Fig. 1: run 1, cell classes on the final placement
Scale bar: 20 um.
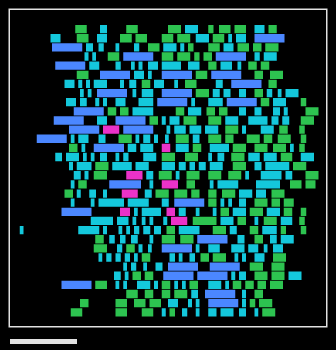
Fig. 2: run 1, sequential cells grouped by signal name
Scale bar: 20 um.
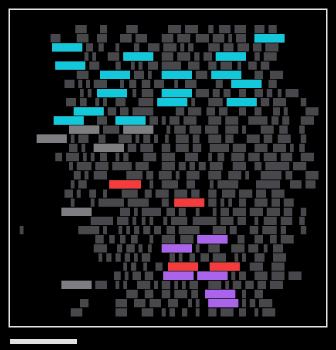
Fig. 3: run 1, clock network drawn from the DEF
Scale bar: 20 um.
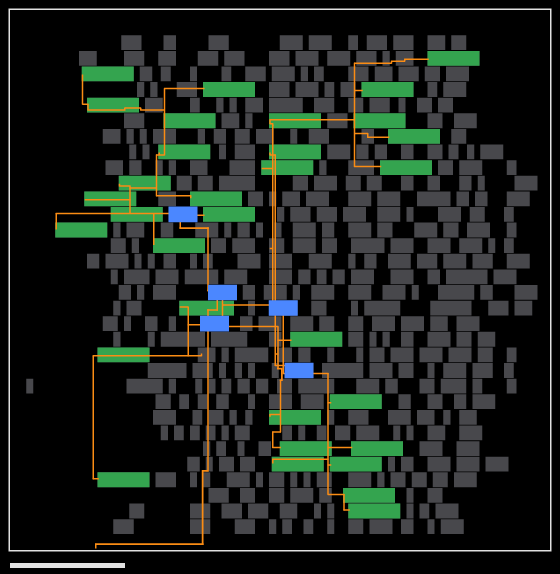
Fig. 4: run 1, routing congestion map
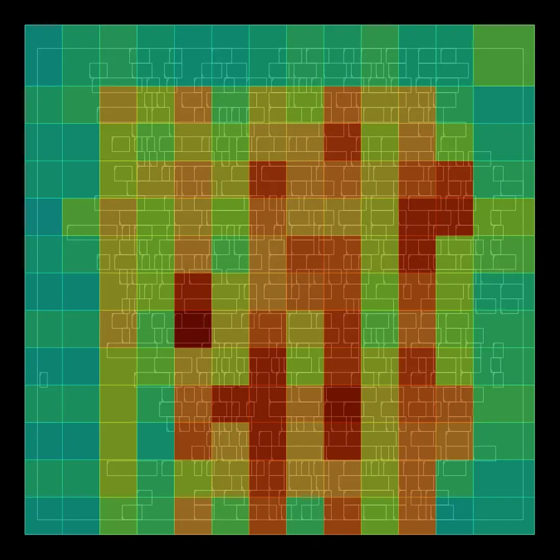
File: src/rtl/multicycle_control_unit_if.sv
// Opcode/handshake inputs and datapath control outputs of the multi-cycle MIPS control unit.
// master: the control unit itself; slave: the datapath / IR side.
interface multicycle_control_unit_if #(
   parameter int CNT_W = 16
);
   logic [5:0]       opcode;
   logic             mem_ready;
   logic             PCWrite;
   logic             PCWriteCond;
   logic             IorD;
   logic             MemRead;
   logic             MemWrite;
   logic             IRWrite;
   logic             RegWrite;
   logic             ALUSrcA;
   logic             ZeroExt;
   logic [1:0]       ALUSrcB;
   logic [2:0]       ALUOp;
   logic [1:0]       RegDst;
   logic [1:0]       MemToReg;
   logic [1:0]       PCSource;
   logic             branch_ne;
   logic             illegal_op;
   logic             mem_timeout;
   logic [CNT_W-1:0] instr_count;
   logic [3:0]       state;

   modport master (
      input  opcode, mem_ready,
      output PCWrite, PCWriteCond, IorD, MemRead, MemWrite, IRWrite, RegWrite, ALUSrcA, ZeroExt,
      output ALUSrcB, ALUOp, RegDst, MemToReg, PCSource, branch_ne,
      output illegal_op, mem_timeout, instr_count, state
   );

   modport slave (
      output opcode, mem_ready,
      input  PCWrite, PCWriteCond, IorD, MemRead, MemWrite, IRWrite, RegWrite, ALUSrcA, ZeroExt,
      input  ALUSrcB, ALUOp, RegDst, MemToReg, PCSource, branch_ne,
      input  illegal_op, mem_timeout, instr_count, state
   );
endinterface

File: src/rtl/multicycle_control_unit.sv
// Multi-cycle MIPS control FSM with memory-ready wait timeout, illegal-opcode trap and retire counter.
// Define MCU_BNE_EN to decode bne (000101) as a branch; otherwise it traps as illegal.
//
// state     | meaning
// ----------+--------------------------------------------------
// IDLE      | 0  after reset, one cycle
// FETCH     | 1  read instruction, PC+4 on mem_ready
// DECODE    | 2  latch opcode, precompute branch target
// MEM_ADDR  | 3  lw/sw effective address
// MEM_READ  | 4  lw data access
// MEM_WB    | 5  lw register writeback
// MEM_WRITE | 6  sw data access
// EXECUTE   | 7  R-type ALU operation
// R_WB      | 8  R-type writeback to rd
// BRANCH    | 9  beq/bne compare and conditional PC write
// IMM_EXEC  | 10 addi/andi/ori ALU operation
// IMM_WB    | 11 immediate writeback to rt
// JAL       | 12 link to $31 and jump
// JUMP      | 13 jump
module multicycle_control_unit #(
   parameter int CNT_W      = 16,
   parameter int WAIT_LIMIT = 15
) (
   input  logic                      clk,
   input  logic                      rst_n,
   multicycle_control_unit_if.master bus
);
   typedef enum logic [3:0] {
      IDLE      = 4'd0,
      FETCH     = 4'd1,
      DECODE    = 4'd2,
      MEM_ADDR  = 4'd3,
      MEM_READ  = 4'd4,
      MEM_WB    = 4'd5,
      MEM_WRITE = 4'd6,
      EXECUTE   = 4'd7,
      R_WB      = 4'd8,
      BRANCH    = 4'd9,
      IMM_EXEC  = 4'd10,
      IMM_WB    = 4'd11,
      JAL       = 4'd12,
      JUMP      = 4'd13
   } state_e;

   localparam logic [5:0] OP_R    = 6'b000000;
   localparam logic [5:0] OP_J    = 6'b000010;
   localparam logic [5:0] OP_JAL  = 6'b000011;
   localparam logic [5:0] OP_BEQ  = 6'b000100;
   localparam logic [5:0] OP_ADDI = 6'b001000;
   localparam logic [5:0] OP_ANDI = 6'b001100;
   localparam logic [5:0] OP_ORI  = 6'b001101;
   localparam logic [5:0] OP_LW   = 6'b100011;
   localparam logic [5:0] OP_SW   = 6'b101011;
`ifdef MCU_BNE_EN
   localparam logic [5:0] OP_BNE  = 6'b000101;
`endif

   // Wait timer counts down from WAIT_LIMIT-1; terminal count with no mem_ready is the timeout.
   localparam int            TW       = (WAIT_LIMIT > 1) ? $clog2(WAIT_LIMIT) : 1;
   localparam logic [TW-1:0] TMR_LOAD = (WAIT_LIMIT > 0) ? TW'(WAIT_LIMIT - 1) : '0;

   state_e           state_q, state_d;
   logic [5:0]       op_q, op_d;
   logic [TW-1:0]    tmr_q, tmr_d;
   logic [CNT_W-1:0] cnt_q, cnt_d;
   logic             ill_q, ill_d;
   logic             to_q, to_d;
   logic             hold_wait;
   logic             retire;

   always_ff @(posedge clk or negedge rst_n) begin
      if (!rst_n) begin
         state_q <= IDLE;
         op_q    <= '0;
         tmr_q   <= '0;
         cnt_q   <= '0;
         ill_q   <= 1'b0;
         to_q    <= 1'b0;
      end else begin
         state_q <= state_d;
         op_q    <= op_d;
         tmr_q   <= tmr_d;
         cnt_q   <= cnt_d;
         ill_q   <= ill_d;
         to_q    <= to_d;
      end
   end

   always_comb begin
      state_d   = state_q;
      op_d      = op_q;
      tmr_d     = tmr_q;
      cnt_d     = cnt_q;
      ill_d     = 1'b0;
      to_d      = 1'b0;
      hold_wait = 1'b0;
      retire    = 1'b0;
      case (state_q)
         IDLE:      state_d = FETCH;
         FETCH:     if (bus.mem_ready) state_d = DECODE; else hold_wait = 1'b1;
         DECODE: begin
            op_d = bus.opcode;
            case (bus.opcode)
               OP_LW, OP_SW:              state_d = MEM_ADDR;
               OP_R:                      state_d = EXECUTE;
               OP_BEQ:                    state_d = BRANCH;
`ifdef MCU_BNE_EN
               OP_BNE:                    state_d = BRANCH;
`endif
               OP_ADDI, OP_ANDI, OP_ORI:  state_d = IMM_EXEC;
               OP_JAL:                    state_d = JAL;
               OP_J:                      state_d = JUMP;
               default: begin
                  state_d = FETCH;
                  ill_d   = 1'b1;
               end
            endcase
         end
         MEM_ADDR:  state_d = (op_q == OP_LW) ? MEM_READ : MEM_WRITE;
         MEM_READ:  if (bus.mem_ready) state_d = MEM_WB; else hold_wait = 1'b1;
         MEM_WRITE: begin
            if (bus.mem_ready) begin
               state_d = FETCH;
               retire  = 1'b1;
            end else begin
               hold_wait = 1'b1;
            end
         end
         EXECUTE:   state_d = R_WB;
         IMM_EXEC:  state_d = IMM_WB;
         MEM_WB, R_WB, BRANCH, IMM_WB, JAL, JUMP: begin
            state_d = FETCH;
            retire  = 1'b1;
         end
         default:   state_d = FETCH;
      endcase

      if (hold_wait && (WAIT_LIMIT != 0)) begin
         if (tmr_q == '0) begin
            state_d = FETCH;
            to_d    = 1'b1;
         end else begin
            tmr_d = tmr_q - 1'b1;
         end
      end

      if (retire) cnt_d = cnt_q + 1'b1;

      // A timeout out of FETCH re-enters FETCH, so it must restart the timer too.
      if (((state_d == FETCH) || (state_d == MEM_READ) || (state_d == MEM_WRITE)) &&
          ((state_d != state_q) || to_d))
         tmr_d = TMR_LOAD;
   end

   always_comb begin
      bus.PCWrite     = 1'b0;
      bus.PCWriteCond = 1'b0;
      bus.IorD        = 1'b0;
      bus.MemRead     = 1'b0;
      bus.MemWrite    = 1'b0;
      bus.IRWrite     = 1'b0;
      bus.RegWrite    = 1'b0;
      bus.ALUSrcA     = 1'b0;
      bus.ZeroExt     = 1'b0;
      bus.ALUSrcB     = 2'b00;
      bus.ALUOp       = 3'b000;
      bus.RegDst      = 2'b00;
      bus.MemToReg    = 2'b00;
      bus.PCSource    = 2'b00;
      bus.branch_ne   = 1'b0;
      case (state_q)
         FETCH: begin
            bus.MemRead = 1'b1;
            bus.ALUSrcB = 2'b01;
            bus.IRWrite = bus.mem_ready;
            bus.PCWrite = bus.mem_ready;
         end
         DECODE:    bus.ALUSrcB = 2'b11;
         MEM_ADDR: begin
            bus.ALUSrcA = 1'b1;
            bus.ALUSrcB = 2'b10;
         end
         MEM_READ: begin
            bus.MemRead = 1'b1;
            bus.IorD    = 1'b1;
         end
         MEM_WB: begin
            bus.MemToReg = 2'b01;
            bus.RegWrite = 1'b1;
         end
         MEM_WRITE: begin
            bus.MemWrite = 1'b1;
            bus.IorD     = 1'b1;
         end
         EXECUTE: begin
            bus.ALUSrcA = 1'b1;
            bus.ALUOp   = 3'b010;
         end
         R_WB: begin
            bus.RegDst   = 2'b01;
            bus.RegWrite = 1'b1;
         end
         BRANCH: begin
            bus.ALUSrcA     = 1'b1;
            bus.ALUOp       = 3'b001;
            bus.PCWriteCond = 1'b1;
            bus.PCSource    = 2'b01;
`ifdef MCU_BNE_EN
            bus.branch_ne   = (op_q == OP_BNE);
`endif
         end
         IMM_EXEC: begin
            bus.ALUSrcA = 1'b1;
            bus.ALUSrcB = 2'b10;
            if (op_q == OP_ANDI) begin
               bus.ALUOp   = 3'b011;
               bus.ZeroExt = 1'b1;
            end else if (op_q == OP_ORI) begin
               bus.ALUOp   = 3'b100;
               bus.ZeroExt = 1'b1;
            end
         end
         IMM_WB:    bus.RegWrite = 1'b1;
         JAL: begin
            bus.RegDst   = 2'b10;
            bus.MemToReg = 2'b10;
            bus.RegWrite = 1'b1;
            bus.PCWrite  = 1'b1;
            bus.PCSource = 2'b10;
         end
         JUMP: begin
            bus.PCWrite  = 1'b1;
            bus.PCSource = 2'b10;
         end
         default: ;
      endcase
   end

   assign bus.illegal_op  = ill_q;
   assign bus.mem_timeout = to_q;
   assign bus.instr_count = cnt_q;
   assign bus.state       = state_q;
endmodule

File: src/flat_wrapper.sv
// flat-port wrapper written by rule: the top's interface ports become plain ports
module multicycle_control_unit_flat 
#(
   parameter int CNT_W      = 16,
   parameter int WAIT_LIMIT = 15
)
  (clk, rst_n, bus_opcode, bus_mem_ready, bus_PCWrite, bus_PCWriteCond, bus_IorD, bus_MemRead, bus_MemWrite, bus_IRWrite, bus_RegWrite, bus_ALUSrcA, bus_ZeroExt, bus_ALUSrcB, bus_ALUOp, bus_RegDst, bus_MemToReg, bus_PCSource, bus_branch_ne, bus_illegal_op, bus_mem_timeout, bus_instr_count, bus_state);
  multicycle_control_unit_if #(.CNT_W(CNT_W)) bus_i ();
  input  logic clk;
  input  logic rst_n;
  input wire logic [$bits(bus_i.opcode)-1:0] bus_opcode;
  input wire logic [$bits(bus_i.mem_ready)-1:0] bus_mem_ready;
  output wire logic [$bits(bus_i.PCWrite)-1:0] bus_PCWrite;
  output wire logic [$bits(bus_i.PCWriteCond)-1:0] bus_PCWriteCond;
  output wire logic [$bits(bus_i.IorD)-1:0] bus_IorD;
  output wire logic [$bits(bus_i.MemRead)-1:0] bus_MemRead;
  output wire logic [$bits(bus_i.MemWrite)-1:0] bus_MemWrite;
  output wire logic [$bits(bus_i.IRWrite)-1:0] bus_IRWrite;
  output wire logic [$bits(bus_i.RegWrite)-1:0] bus_RegWrite;
  output wire logic [$bits(bus_i.ALUSrcA)-1:0] bus_ALUSrcA;
  output wire logic [$bits(bus_i.ZeroExt)-1:0] bus_ZeroExt;
  output wire logic [$bits(bus_i.ALUSrcB)-1:0] bus_ALUSrcB;
  output wire logic [$bits(bus_i.ALUOp)-1:0] bus_ALUOp;
  output wire logic [$bits(bus_i.RegDst)-1:0] bus_RegDst;
  output wire logic [$bits(bus_i.MemToReg)-1:0] bus_MemToReg;
  output wire logic [$bits(bus_i.PCSource)-1:0] bus_PCSource;
  output wire logic [$bits(bus_i.branch_ne)-1:0] bus_branch_ne;
  output wire logic [$bits(bus_i.illegal_op)-1:0] bus_illegal_op;
  output wire logic [$bits(bus_i.mem_timeout)-1:0] bus_mem_timeout;
  output wire logic [$bits(bus_i.instr_count)-1:0] bus_instr_count;
  output wire logic [$bits(bus_i.state)-1:0] bus_state;
  assign bus_i.opcode = bus_opcode;
  assign bus_i.mem_ready = bus_mem_ready;
  assign bus_PCWrite = bus_i.PCWrite;
  assign bus_PCWriteCond = bus_i.PCWriteCond;
  assign bus_IorD = bus_i.IorD;
  assign bus_MemRead = bus_i.MemRead;
  assign bus_MemWrite = bus_i.MemWrite;
  assign bus_IRWrite = bus_i.IRWrite;
  assign bus_RegWrite = bus_i.RegWrite;
  assign bus_ALUSrcA = bus_i.ALUSrcA;
  assign bus_ZeroExt = bus_i.ZeroExt;
  assign bus_ALUSrcB = bus_i.ALUSrcB;
  assign bus_ALUOp = bus_i.ALUOp;
  assign bus_RegDst = bus_i.RegDst;
  assign bus_MemToReg = bus_i.MemToReg;
  assign bus_PCSource = bus_i.PCSource;
  assign bus_branch_ne = bus_i.branch_ne;
  assign bus_illegal_op = bus_i.illegal_op;
  assign bus_mem_timeout = bus_i.mem_timeout;
  assign bus_instr_count = bus_i.instr_count;
  assign bus_state = bus_i.state;
  multicycle_control_unit #(.CNT_W(CNT_W), .WAIT_LIMIT(WAIT_LIMIT)) u_core (.clk(clk), .rst_n(rst_n), .bus(bus_i));
endmodule
File: config.mk
export PLATFORM = sky130hd
export DESIGN_NAME = multicycle_control_unit_flat
export DESIGN_NICKNAME = d
export VERILOG_FILES = /design/src/rtl/multicycle_control_unit_if.sv /design/src/rtl/multicycle_control_unit.sv /design/src/flat_wrapper.sv
export SDC_FILE = /design/constraint.sdc
export NUM_CORES = 1
export LEC_CHECK = 0
export ABC_AREA = 1
export CAP_MARGIN = 20
export CELL_PAD_IN_SITES_DETAIL_PLACEMENT = 1
export CELL_PAD_IN_SITES_GLOBAL_PLACEMENT = 2
export CORE_MARGIN = 2
export CORE_UTILIZATION = 24
export DETAILED_ROUTE_END_ITERATION = 8
export GPL_ROUTABILITY_DRIVEN = 0
export PLACE_DENSITY = 0.8
export SETUP_SLACK_MARGIN = 0.1
export SYNTH_ARGS = -nofsm -noshare
export SYNTH_HDL_FRONTEND = slang
export SYNTH_SLANG_ARGS = --single-unit
File: constraint.sdc
create_clock -name clk -period 1.6 [get_ports clk]
set_input_delay 0.16 -clock clk [delete_from_list [all_inputs] [get_ports clk]]
set_output_delay 0.16 -clock clk [all_outputs]
set_load 0.005 [all_outputs]
==> flow_summary_export.csv, run 1 <==
group,metric,value,unit
global_route,antenna_found_initial,0,
sta,setup_viol,39,
sta,final.setup.worst_slack,-0.272,ns
worst_setup_path,slowest_delay,0.48,ns
floorplanning,fp_util,25.0,%
worst_setup_path,startpoint_type,"flop",
run_status,violations,"setup timing",
yosys,yosys_cells,260,
flow_run,warnings,28,
floorplanning,pin_count,52,
layout,nClkBuffers,5,
layout,n_all_buffers,145,
power,leakage,2.00,nW
layout,layout-drive-gt1-share,57.1,%
yosys,yosys-top-cells-count,"65 x nand2_1, 43 x inv_1, 32 x dfrtp_1",
sta,rsz0062_at_grt,"yes",
worst_setup_path,rr_endpoint,"u_core.tmr_q[3]$_DFFE_PN0P_",
clock_tree,post_cts.repair.setup_buffers,36,
floorplanning,die-area,8850,sq um
global_route,grt_pass1_wl,12800,um
place,place_area,2990,sq um
sta,finalCriticalPeriod,1.87,ns
clock_tree,cts_made_buffers,5,
power,finalPower,6.00,mW
layout,nFillCells,903,
yosys,synthFlopType,"dfrtp_1",
detailed_routing,vias,2307,
worst_setup_path,crit_cells,13,
layout,largestClassByArea,"multi-input combinational cells",
worst_setup_path,ff2ff_path_depth,13,
run_status,status,"complete, but fails checks",
worst_setup_path,path_buffers,3,
layout,final_common_cell,"buf_6",
yosys,largest_area_cell,"dfrtp_1",
sta,hold_ws,0.284,ns
worst_setup_path,setup.worst_path.end,"u_core.tmr_q[3]$_DFFE_PN0P_",
power,power_leader,"combinational cells",
yosys,avgSynthCellArea,7.49,sq um
power,comb_power,4.10,mW
power,seq-power,1.24,mW
global_route,grt_max_degree,33,
worst_setup_path,critPathMaxFanout,4,
layout,n_sequential_cell,32,
yosys,ys_sh_aoi,4.37,%
-- Fig. 1 (at the start) --
Key: clock drivers and dummy loads = magenta [cells 8, share of their area 2.4%]; remaining logic cells = cyan [cells 225, share of their area 42%]; sequential cells = blue [cells 32, share of their area 21%]; remaining buffers and delay cells = green [cells 145, share of their area 35%]

-- Fig. 2 (at the start) --
Key: u_core.op_q = purple [placed flops 6]; u_core.bus.instr_count = cyan [placed flops 16]; u_core.bus.state = red [placed flops 4]
Another 6 sequential cells are not coloured.

-- Fig. 3 (at the start) --
Key: clock-net drivers = blue [count 5]; clock wires = orange [length 515 um]; flip-flops = green [count 32]
There are 6 routed clock nets.
Clk pwr share: 11.0%
Clock group: 0.660 mW
Clock Skew: 0.00388 ns
clk ins delay skew pair: 0.28 ns

-- Fig. 4 (at the start) --
GR peak layer: met2
met2 Use GR: 37.8%
DR WL/cell: 17.1 um

==> run 1 -> run 2 <==
--- a/config.mk
+++ b/config.mk
@@ -6,14 +6,14 @@
 export NUM_CORES = 1
 export LEC_CHECK = 0
 export ABC_AREA = 1
-export CAP_MARGIN = 20
-export CELL_PAD_IN_SITES_DETAIL_PLACEMENT = 1
-export CELL_PAD_IN_SITES_GLOBAL_PLACEMENT = 2
+export CAP_MARGIN = 10
+export CELL_PAD_IN_SITES_DETAIL_PLACEMENT = 0
+export CELL_PAD_IN_SITES_GLOBAL_PLACEMENT = 1
 export CORE_MARGIN = 2
-export CORE_UTILIZATION = 24
+export CORE_UTILIZATION = 31
 export DETAILED_ROUTE_END_ITERATION = 8
 export GPL_ROUTABILITY_DRIVEN = 0
-export PLACE_DENSITY = 0.8
+export PLACE_DENSITY = 0.81
 export SETUP_SLACK_MARGIN = 0.1
 export SYNTH_ARGS = -nofsm -noshare
 export SYNTH_HDL_FRONTEND = slang
==> constraint.sdc (replaced) <==
create_clock -name clk -period 1.6 [get_ports clk]
set_input_delay 0.16 -clock clk [delete_from_list [all_inputs] [get_ports clk]]
set_output_delay 0.16 -clock clk [all_outputs]
set_load 0.05 [all_outputs]
==> flow_summary_export.csv, run 2 <==
group,metric,value,unit
run_status,status,"complete, but fails checks",
run_status,violations,"setup timing",
yosys,yosys_cells,260,
global_route,grt_max_degree,33,
detailed_routing,wl_met1,2400,um
yosys,ys_sh_aoi,4.37,%
flow_run,warnings,29,
worst_setup_path,crit_cells,9,
layout,layout-drive-gt1-share,59.8,%
worst_setup_path,setup.worst_path.end,"bus_RegWrite",
worst_setup_path,ff2ff_path_depth,8,
worst_setup_path,rr_endpoint,"u_core.tmr_q[1]$_DFFE_PN0P_",
power,power_leader,"combinational cells",
worst_setup_path,slowest_stage,"dfrtp_2",
yosys,largest_area_cell,"dfrtp_1",
power,finalPower,6.28,mW
detailed_routing,wl_per_cell,12.7,um
global_route,grt_pass1_wl,9730,um
layout,sh_seq_area,21.5,%
power,comb_power,4.21,mW
global_route,antenna_found_initial,0,
worst_setup_path,path_buffers,4,
sta,final.setup.worst_slack,-0.166,ns
detailed_routing,vias,2149,
yosys,avgSynthCellArea,7.49,sq um
worst_setup_path,startpoint_type,"flop",
worst_setup_path,critPathMaxFanout,5,
floorplanning,die-area,6930,sq um
yosys,yosys-top-cells-count,"65 x nand2_1, 43 x inv_1, 32 x dfrtp_1",
layout,nClkBuffers,6,
power,leakage,1.89,nW
layout,largestClassByArea,"multi-input combinational cells",
place,place_area,3090,sq um
layout,n_all_buffers,121,
worst_setup_path,slowest_delay,0.46,ns
sta,rsz0062_at_grt,"yes",
sta,setup_viol,31,
floorplanning,pin_count,52,
clock_tree,post_cts.repair.setup_buffers,25,
worst_setup_path,cp-end-kind,"output port",
sta,hold_ws,0.284,ns
yosys,synthFlopType,"dfrtp_1",
sta,finalCriticalPeriod,1.77,ns
clock_tree,cts_made_buffers,5,
layout,n_sequential_cell,32,
layout,nFillCells,486,
clock_tree,tritoncts,"built",
layout,buf_share,32.7,%
yosys,yosysWarnings,0,
Fig. 5: run 2, clock network drawn from the DEF
Scale bar: 20 um.
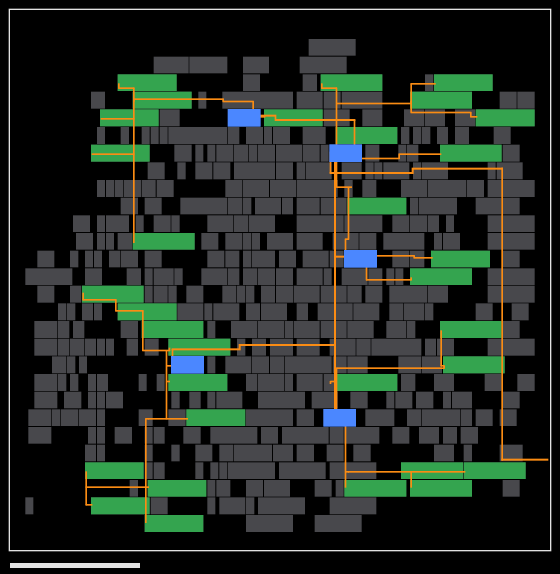
Key: clock-net drivers = blue [count 5]; clock wires = orange [length 493 um]; flip-flops = green [count 32]
There are 6 routed clock nets.
Clk pwr share: 12.2%
Clock group: 0.768 mW
clk ins delay skew pair: 0.30 ns
Clock Skew: 0.0118 ns

Fig. 6: run 2, sequential cells grouped by signal name
Scale bar: 20 um.
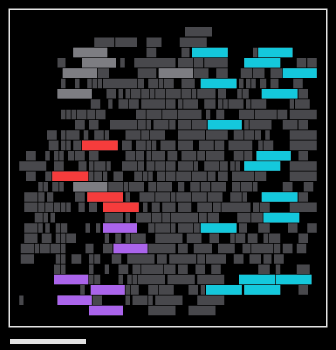
Key: u_core.bus.state = red [placed flops 4]; u_core.op_q = purple [placed flops 6]; u_core.bus.instr_count = cyan [placed flops 16]
Another 6 sequential cells are not coloured.
Sequential Power: 1.30 mW
register area: 821 sq um
final core occ: 63.7%

Fig. 7: run 2, routing congestion map
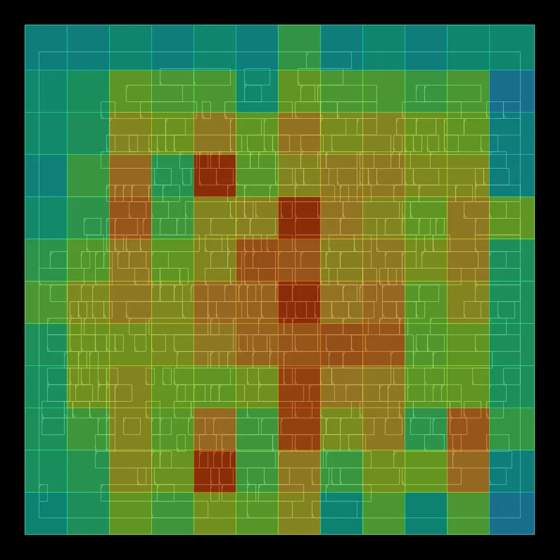
met3 Usage GRT: 4.08%
met2 Use GR: 30.9%
Tot GR Track Use: 17.4%
grt met1 use: 19.8%

==> run 2 -> run 3 <==
--- a/config.mk
+++ b/config.mk
@@ -14,7 +14,8 @@
 export DETAILED_ROUTE_END_ITERATION = 8
 export GPL_ROUTABILITY_DRIVEN = 0
 export PLACE_DENSITY = 0.81
-export SETUP_SLACK_MARGIN = 0.1
+export RECOVER_POWER = 50
+export SETUP_SLACK_MARGIN = 0.4
 export SYNTH_ARGS = -nofsm -noshare
 export SYNTH_HDL_FRONTEND = slang
 export SYNTH_SLANG_ARGS = --single-unit
==> flow_summary_export.csv, run 3 <==
group,metric,value,unit
sta,rsz0062_at_grt,"yes",
yosys,yosysWarnings,0,
sta,setup_viol,35,
worst_setup_path,path_buffers,4,
global_route,grt_pass1_wl,9630,um
global_route,grt_max_degree,33,
worst_setup_path,cp-end-kind,"output port",
place,place_area,3140,sq um
global_route,grt.met2_usage,31.1,%
run_status,violations,"setup timing",
yosys,yosys_cells,260,
flow_run,warnings,29,
clock_tree,insertion_delay,0.29,ns
worst_setup_path,crit_cells,6,
yosys,yosys-top-cells-count,"65 x nand2_1, 43 x inv_1, 32 x dfrtp_1",
yosys,ys_sh_aoi,4.37,%
clock_tree,post_cts.repair.setup_buffers,24,
worst_setup_path,critPathMaxFanout,5,
layout,n_all_buffers,122,
sta,final.setup.worst_slack,-0.153,ns
floorplanning,die-area,6930,sq um
detailed_routing,wl_per_cell,13.4,um
run_status,status,"complete, but fails checks",
Fig. 8: run 3, cell classes on the final placement
Scale bar: 20 um.
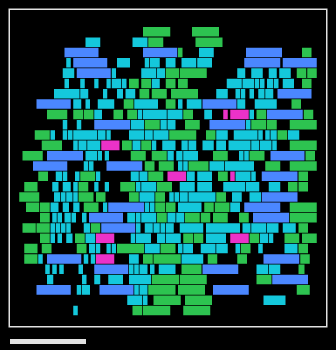
Key: clock drivers and dummy loads = magenta [cells 8, share of their area 2.4%]; remaining logic cells = cyan [cells 225, share of their area 41%]; remaining buffers and delay cells = green [cells 122, share of their area 35%]; sequential cells = blue [cells 32, share of their area 21%]

Fig. 9: run 3, selected gate families
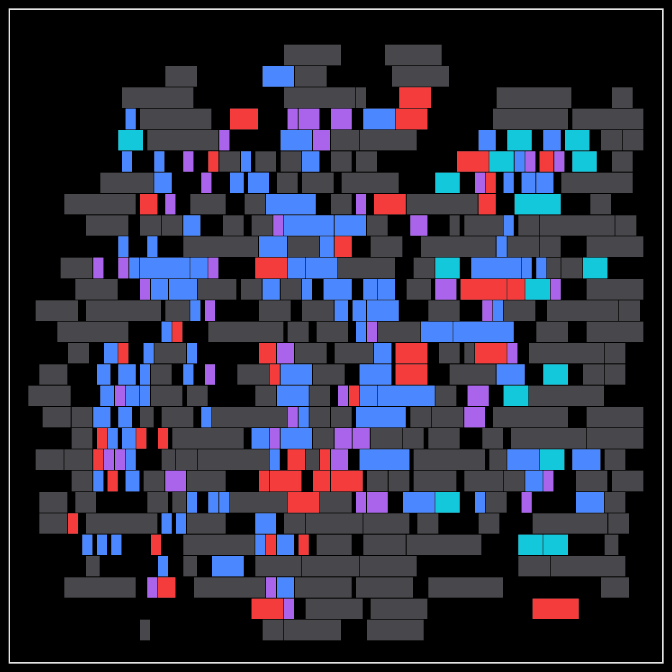
Key: inv cells = purple [cells 45]; nor cells = red [cells 41]; xor and xnor cells = cyan [cells 16]; nand cells = blue [cells 102]
logic gate fraction of the total cell area: 35.0%
dominant logic cell type in the layout: buf_4
final non-filler cell total: 462

Fig. 10: run 3, routing congestion map
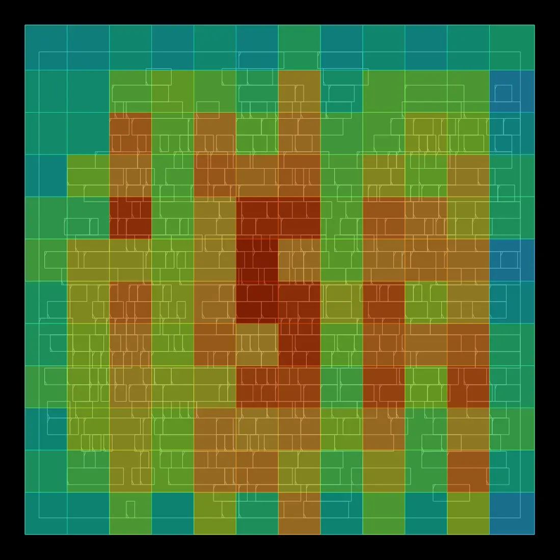
final core occ: 65.4%
Tot GR Track Use: 17.1%

Power and IR drop assume default switching activity.
